`src/rtl/amba_axi4_lite_reg_slave.sv`:
```
// ============================================================================
// Module   : amba_axi4_lite_reg_slave
// Purpose  : AXI4-Lite subordinate backed by NUM_REGS data-width registers.
// Option   : AMBA_AXI4_LITE_REG_SLAVE_SLVERR_EN -> SLVERR on out-of-range access
// Revision : 1.0 - initial release
// ============================================================================
`default_nettype none

module amba_axi4_lite_reg_slave #(
  parameter int ADDRESS_WIDTH = 32,
  parameter int DATA_WIDTH    = 32,
  parameter int NUM_REGS      = 8
) (
  input  logic                       ACLK,
  input  logic                       ARESET,
  input  logic [ADDRESS_WIDTH-1:0]   AWADDR,
  input  logic [2:0]                 AWPROT,
  input  logic                       AWVALID,
  output logic                       AWREADY,
  input  logic [DATA_WIDTH-1:0]      WDATA,
  input  logic [DATA_WIDTH/8-1:0]    WSTRB,
  input  logic                       WVALID,
  output logic                       WREADY,
  output logic [1:0]                 BRESP,
  output logic                       BVALID,
  input  logic                       BREADY,
  input  logic [ADDRESS_WIDTH-1:0]   ARADDR,
  input  logic [2:0]                 ARPROT,
  input  logic                       ARVALID,
  output logic                       ARREADY,
  output logic [DATA_WIDTH-1:0]      RDATA,
  output logic [1:0]                 RRESP,
  output logic                       RVALID,
  input  logic                       RREADY
);

  localparam int STRB_WIDTH = DATA_WIDTH / 8;
  localparam int ADDR_LSB   = $clog2(STRB_WIDTH);
  localparam int IDX_W      = $clog2(NUM_REGS);

  localparam logic [1:0] RESP_OKAY = 2'b00;
`ifdef AMBA_AXI4_LITE_REG_SLAVE_SLVERR_EN
  localparam logic [1:0] RESP_OOR  = 2'b10;
`else
  localparam logic [1:0] RESP_OOR  = 2'b00;
`endif

  localparam logic [1:0] W_IDLE    = 2'd0;
  localparam logic [1:0] W_HAVE_AW = 2'd1;
  localparam logic [1:0] W_HAVE_W  = 2'd2;
  localparam logic [1:0] W_RESP    = 2'd3;

  localparam logic       R_IDLE    = 1'b0;
  localparam logic       R_RESP    = 1'b1;

  function automatic logic in_range(input logic [ADDRESS_WIDTH-1:0] a);
    return (a >> (ADDR_LSB + IDX_W)) == '0;
  endfunction

  function automatic logic [IDX_W-1:0] reg_idx(input logic [ADDRESS_WIDTH-1:0] a);
    return a[ADDR_LSB +: IDX_W];
  endfunction

  logic [DATA_WIDTH-1:0]    regs [NUM_REGS];

  logic [1:0]               wstate;
  logic [ADDRESS_WIDTH-1:0] aw_addr;
  logic [DATA_WIDTH-1:0]    w_data;
  logic [STRB_WIDTH-1:0]    w_strb;

  logic                     rstate;

  logic                     aw_hs;
  logic                     w_hs;
  logic                     ar_hs;

  logic                     commit_en;
  logic [ADDRESS_WIDTH-1:0] commit_addr;
  logic [DATA_WIDTH-1:0]    commit_data;
  logic [STRB_WIDTH-1:0]    commit_strb;
  logic                     commit_ok;
  logic [IDX_W-1:0]         commit_idx;

  logic                     unused_prot;

  assign unused_prot = ^{AWPROT, ARPROT};

  assign aw_hs = AWVALID && AWREADY;
  assign w_hs  = WVALID && WREADY;
  assign ar_hs = ARVALID && ARREADY;

  // Merge the live channel with whichever half was latched earlier.
  always_comb begin
    commit_en   = 1'b0;
    commit_addr = AWADDR;
    commit_data = WDATA;
    commit_strb = WSTRB;
    case (wstate)
      W_IDLE:    commit_en = aw_hs && w_hs;
      W_HAVE_AW: begin
        commit_en   = w_hs;
        commit_addr = aw_addr;
      end
      W_HAVE_W:  begin
        commit_en   = aw_hs;
        commit_data = w_data;
        commit_strb = w_strb;
      end
      default:   commit_en = 1'b0;
    endcase
  end

  assign commit_ok  = in_range(commit_addr);
  assign commit_idx = reg_idx(commit_addr);

  always_ff @(posedge ACLK) begin
    if (ARESET) begin
      wstate  <= W_IDLE;
      AWREADY <= 1'b0;
      WREADY  <= 1'b0;
      BVALID  <= 1'b0;
      BRESP   <= RESP_OKAY;
      aw_addr <= '0;
      w_data  <= '0;
      w_strb  <= '0;
    end else if (commit_en) begin
      wstate  <= W_RESP;
      AWREADY <= 1'b0;
      WREADY  <= 1'b0;
      BVALID  <= 1'b1;
      BRESP   <= commit_ok ? RESP_OKAY : RESP_OOR;
    end else begin
      case (wstate)
        W_IDLE: begin
          if (aw_hs) begin
            aw_addr <= AWADDR;
            wstate  <= W_HAVE_AW;
            AWREADY <= 1'b0;
            WREADY  <= 1'b1;
          end else if (w_hs) begin
            w_data  <= WDATA;
            w_strb  <= WSTRB;
            wstate  <= W_HAVE_W;
            AWREADY <= 1'b1;
            WREADY  <= 1'b0;
          end else begin
            AWREADY <= 1'b1;
            WREADY  <= 1'b1;
          end
        end
        W_RESP: begin
          if (BREADY) begin
            BVALID  <= 1'b0;
            wstate  <= W_IDLE;
            AWREADY <= 1'b1;
            WREADY  <= 1'b1;
          end
        end
        default: ;
      endcase
    end
  end

  // Out-of-range commits leave every register untouched.
  always_ff @(posedge ACLK) begin
    if (ARESET) begin
      for (int r = 0; r < NUM_REGS; r++) regs[r] <= '0;
    end else if (commit_en && commit_ok) begin
      for (int b = 0; b < STRB_WIDTH; b++) begin
        if (commit_strb[b]) regs[commit_idx][8*b +: 8] <= commit_data[8*b +: 8];
      end
    end
  end

  always_ff @(posedge ACLK) begin
    if (ARESET) begin
      rstate  <= R_IDLE;
      ARREADY <= 1'b0;
      RVALID  <= 1'b0;
      RDATA   <= '0;
      RRESP   <= RESP_OKAY;
    end else begin
      case (rstate)
        R_IDLE: begin
          if (ar_hs) begin
            rstate  <= R_RESP;
            ARREADY <= 1'b0;
            RVALID  <= 1'b1;
            RDATA   <= in_range(ARADDR) ? regs[reg_idx(ARADDR)] : '0;
            RRESP   <= in_range(ARADDR) ? RESP_OKAY : RESP_OOR;
          end else begin
            ARREADY <= 1'b1;
          end
        end
        default: begin
          if (RREADY) begin
            rstate  <= R_IDLE;
            RVALID  <= 1'b0;
            ARREADY <= 1'b1;
          end
        end
      endcase
    end
  end

endmodule

`default_nettype wire

```
`config.mk`:
```
export PLATFORM = sky130hd
export DESIGN_NAME = amba_axi4_lite_reg_slave
export DESIGN_NICKNAME = d
export VERILOG_FILES = /design/src/rtl/amba_axi4_lite_reg_slave.sv
export SDC_FILE = /design/constraint.sdc
export NUM_CORES = 1
export LEC_CHECK = 0
export CORE_MARGIN = 5
export CORE_UTILIZATION = 40
export CTS_BUF_LIST = sky130_fd_sc_hd__clkbuf_8
export CTS_CLUSTER_DIAMETER = 80
export DETAILED_ROUTE_END_ITERATION = 6
export GPL_TIMING_DRIVEN = 0
export HOLD_SLACK_MARGIN = 0.06
export PLACE_DENSITY = 0.61
export SLEW_MARGIN = 20
export SYNTH_ARGS = -nofsm -noshare
export SYNTH_HDL_FRONTEND = slang
export SYNTH_SLANG_ARGS = --single-unit
```
`constraint.sdc`:
```
create_clock -name ACLK -period 9.6 [get_ports ACLK]
set_clock_uncertainty 0.15 [all_clocks]
set_input_delay 1.92 -clock ACLK [delete_from_list [all_inputs] [get_ports ACLK]]
set_output_delay 1.92 -clock ACLK [all_outputs]
set_load 0.02 [all_outputs]
```
==> results.sh, run 1 <==
# yosys + openroad results
export IMPL_syn_instance_count=1328
export IMPL_crit_slowest_cell="o41ai_2"
export IMPL_buffer_area_frac=0.113
export IMPL_status="complete, no violations"
export IMPL_met2_length_microns=25400
export IMPL_cts_sinks=362
export IMPL_powerDensity_nw_per_um2=173
export IMPL_clk_power_w=0.00129
export IMPL_crit_path_end_kind="flip-flop"
export IMPL_met1_length_microns=21200
export IMPL_relSlewSlack=0.243
export IMPL_signal_buffers=315
export IMPL_fin_nets=1671
export IMPL_grt_met1_usage=0.311
export IMPL_initial_utilization=0.405
export IMPL_antenna_found_initial=0
export IMPL_warning_count=36
export IMPL_cts_buffer_depth=3
export IMPL_postCtsSetupBuffers=0
export IMPL_die_w_microns=213
export IMPL_sh_seq_area=0.488
export IMPL_dp_hpwl_microns=38800
export IMPL_path_max_fanout=10
export IMPL_rsz0062_at_grt="no"
export IMPL_clock_root_buffer="clkbuf_8"
export IMPL_min_period_over_period=0.499
export IMPL_area_delta_synth_final_pct=21.7
export IMPL_tightest_slew_ps=1100
export IMPL_layout_drive_gt1_share=0.182
export IMPL_core_sq_um=40800
export IMPL_grt_remaining_overflow=0
export IMPL_vias_per_cell=6.10
[run 1: registers in the layout, indices dropped and copies added, names as in the netlist, 2 cells and up]
| register | cells |
|---|---|
| regs | 256 |
| RDATA | 32 |
| w_data | 32 |
| aw_addr | 30 |
| w_strb | 4 |
| wstate | 2 |
[run 1: cell usage after synthesis (all sizes together), types with 4 or more instances]
cell / instances
a21oi: 103
buf: 88
clkbuf: 63
dfxtp: 106
edfxtp: 256
mux2: 5
mux2i: 70
mux4: 64
nand2: 180
nand3: 4
nand4: 5
nor2: 7
nor3: 8
nor4: 273
o211ai: 4
o31ai: 6
o41ai: 28
or3: 32
[run 1: through the flow]
step	util	instances
after floorplan	-	1331
after global placement	0.454	1998
after detailed placement	0.465	2027
after CTS	0.492	2140
after global routing	0.493	2140
final	0.493	2140
==> run_1/layer_met1.png <==
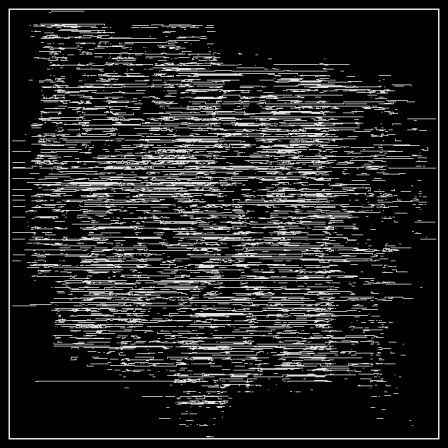
- nets with wire on the layer: 1,580
- share of all routed wire: 40%
- wire length on this layer: 21.2 mm
- main direction: horizontal

==> run_1/layer_met2.png <==
Scale bar: 50 microns. Cells faint in the background.
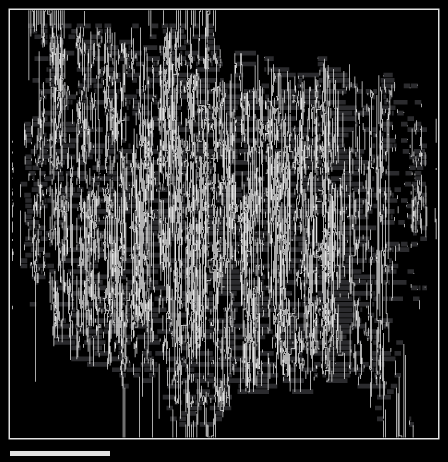
- share of all routed wire: 48%
- longest straight run: 97.2 microns
- nets with wire on the layer: 1,440

==> run_1/layer_met3.png <==
Scale bar: 50 microns.
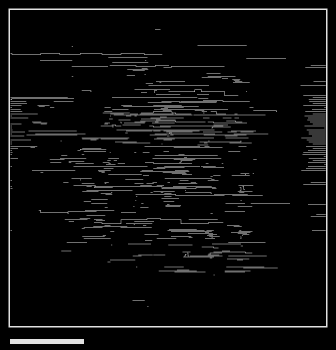
- share of all routed wire: 9.9%
- longest straight run: 65.8 microns
Global Route met3 Usage: 0.0473
vias: 13,000
total wire length: 53,400 microns

==> run_1/layer_met4.png <==
Cells faint in the background.
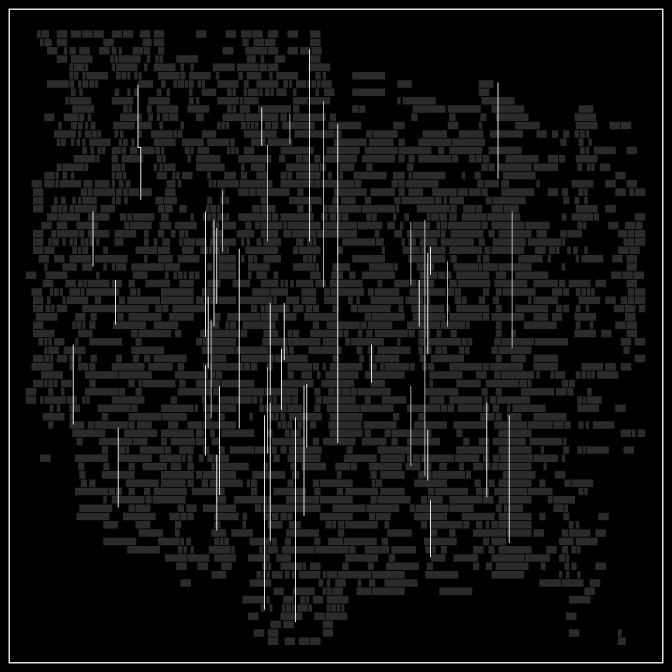
- share of all routed wire: 2.7%
- main direction: vertical
- nets with wire on the layer: 30
- longest straight run: 104 microns
- wire length on this layer: 1,460 microns

==> run_1/congestion.png <==
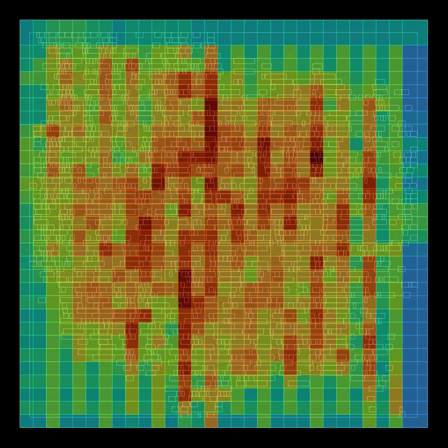

--- run 2 (diff from run 1) ---
--- a/config.mk
+++ b/config.mk
@@ -12,7 +12,7 @@
 export DETAILED_ROUTE_END_ITERATION = 6
 export GPL_TIMING_DRIVEN = 0
 export HOLD_SLACK_MARGIN = 0.06
-export PLACE_DENSITY = 0.61
+export PLACE_DENSITY = 0.63
 export SLEW_MARGIN = 20
 export SYNTH_ARGS = -nofsm -noshare
 export SYNTH_HDL_FRONTEND = slang
==> constraint.sdc (replaced) <==
create_clock -name ACLK -period 4 [get_ports ACLK]
set_clock_uncertainty 0.15 [all_clocks]
set_input_delay 0.8 -clock ACLK [delete_from_list [all_inputs] [get_ports ACLK]]
set_output_delay 0.8 -clock ACLK [all_outputs]
set_load 0.02 [all_outputs]
==> run_2/congestion.png <==
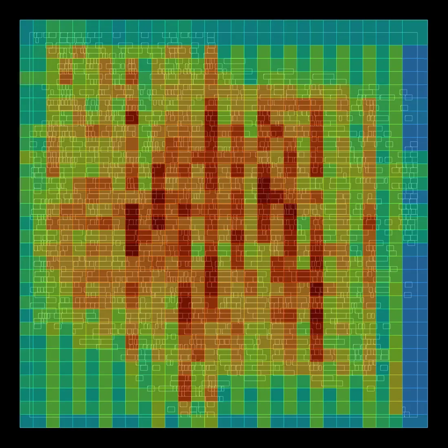
Core Util, Final: 0.493
Tot GR Track Use: 0.227
WL per Instance: 24.7 microns

==> run 2 against run 1 <==
Total power grew 140%. Highest routed layer unchanged. Synthesized area is the same. Die size is the same. Cell count is essentially flat. Non-clock buffer count is the same. Worst setup slack lost 4500 ps.
==> results.sh, run 2 <==
# yosys + openroad results
export IMPL_fin_nets=1670
export IMPL_clock_root_buffer="clkbuf_8"
export IMPL_syn_instance_count=1328
export IMPL_most_common_cell="nor4_1"
export IMPL_largestRegisters="regs (256), RDATA (32), w_data (32)"
export IMPL_core_sq_um=40800
export IMPL_met1_length_microns=20700
export IMPL_area_delta_synth_final_pct=21.9
export IMPL_tightest_slew_ps=1130
export IMPL_initial_utilization=0.405
export IMPL_relSlewSlack=0.226
export IMPL_ys_top_cells_by_count="273 x nor4_1, 256 x edfxtp_1, 179 x nand2_1"
export IMPL_powerDensity_nw_per_um2=417
export IMPL_cts_sinks=362
export IMPL_postCtsSetupBuffers=0
export IMPL_status="complete, no violations"
export IMPL_met2_length_microns=24700
export IMPL_warning_count=36
export IMPL_vias_per_cell=6.10
export IMPL_layout_cells_non_filler=2139
export IMPL_grt_remaining_overflow=0
export IMPL_rsz0062_at_grt="no"
export IMPL_crit_slowest_cell="o41ai_2"
export IMPL_path_max_fanout=10
export IMPL_largest_reg_flops=256
export IMPL_antenna_found_initial=0
export IMPL_min_period_over_period=0.915
export IMPL_top_register="regs"
export IMPL_layout_drive_gt1_share=0.185
==> run_2/layer_met3.png <==
Scale bar: 50 microns.
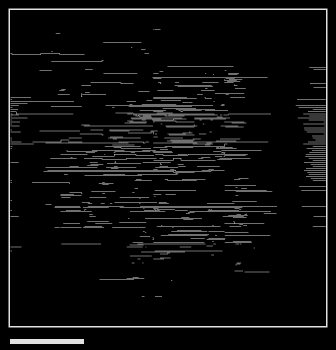
vias: 13,000
Global Route met3 Usage: 0.0591
total wire length: 52,800 microns

## run 2: area by class of cell
cell class / instances / share of cell area
well taps: 532 / 0.0330
inverters: 3 / 0.000559
plain buffers: 151 / 0.0363
clock inverters: 38 / 0.00764
flip-flops and latches: 362 / 0.487
repair buffers: 164 / 0.0758
clock buffers: 74 / 0.0506
multi-input cells: 815 / 0.309
## run 2: layer usage
metal / vias up / GRT usage
met5: - / 0
met4: 0 / 0.0882
met3: 130 / 0.0591
met2: 755 / 0.363
met1: 6408 / 0.298
li1: 5755 / -
## run 2: through the flow
step	setup WS [ps]	area (sq um)
after detailed placement	-251	19000
after CTS	420	20100
after global routing	323	20100
after floorplan	676	16500
final	338	20100
after global placement	-988	18600
Power figures rest on the tool's default switching activity, not on a simulated workload.
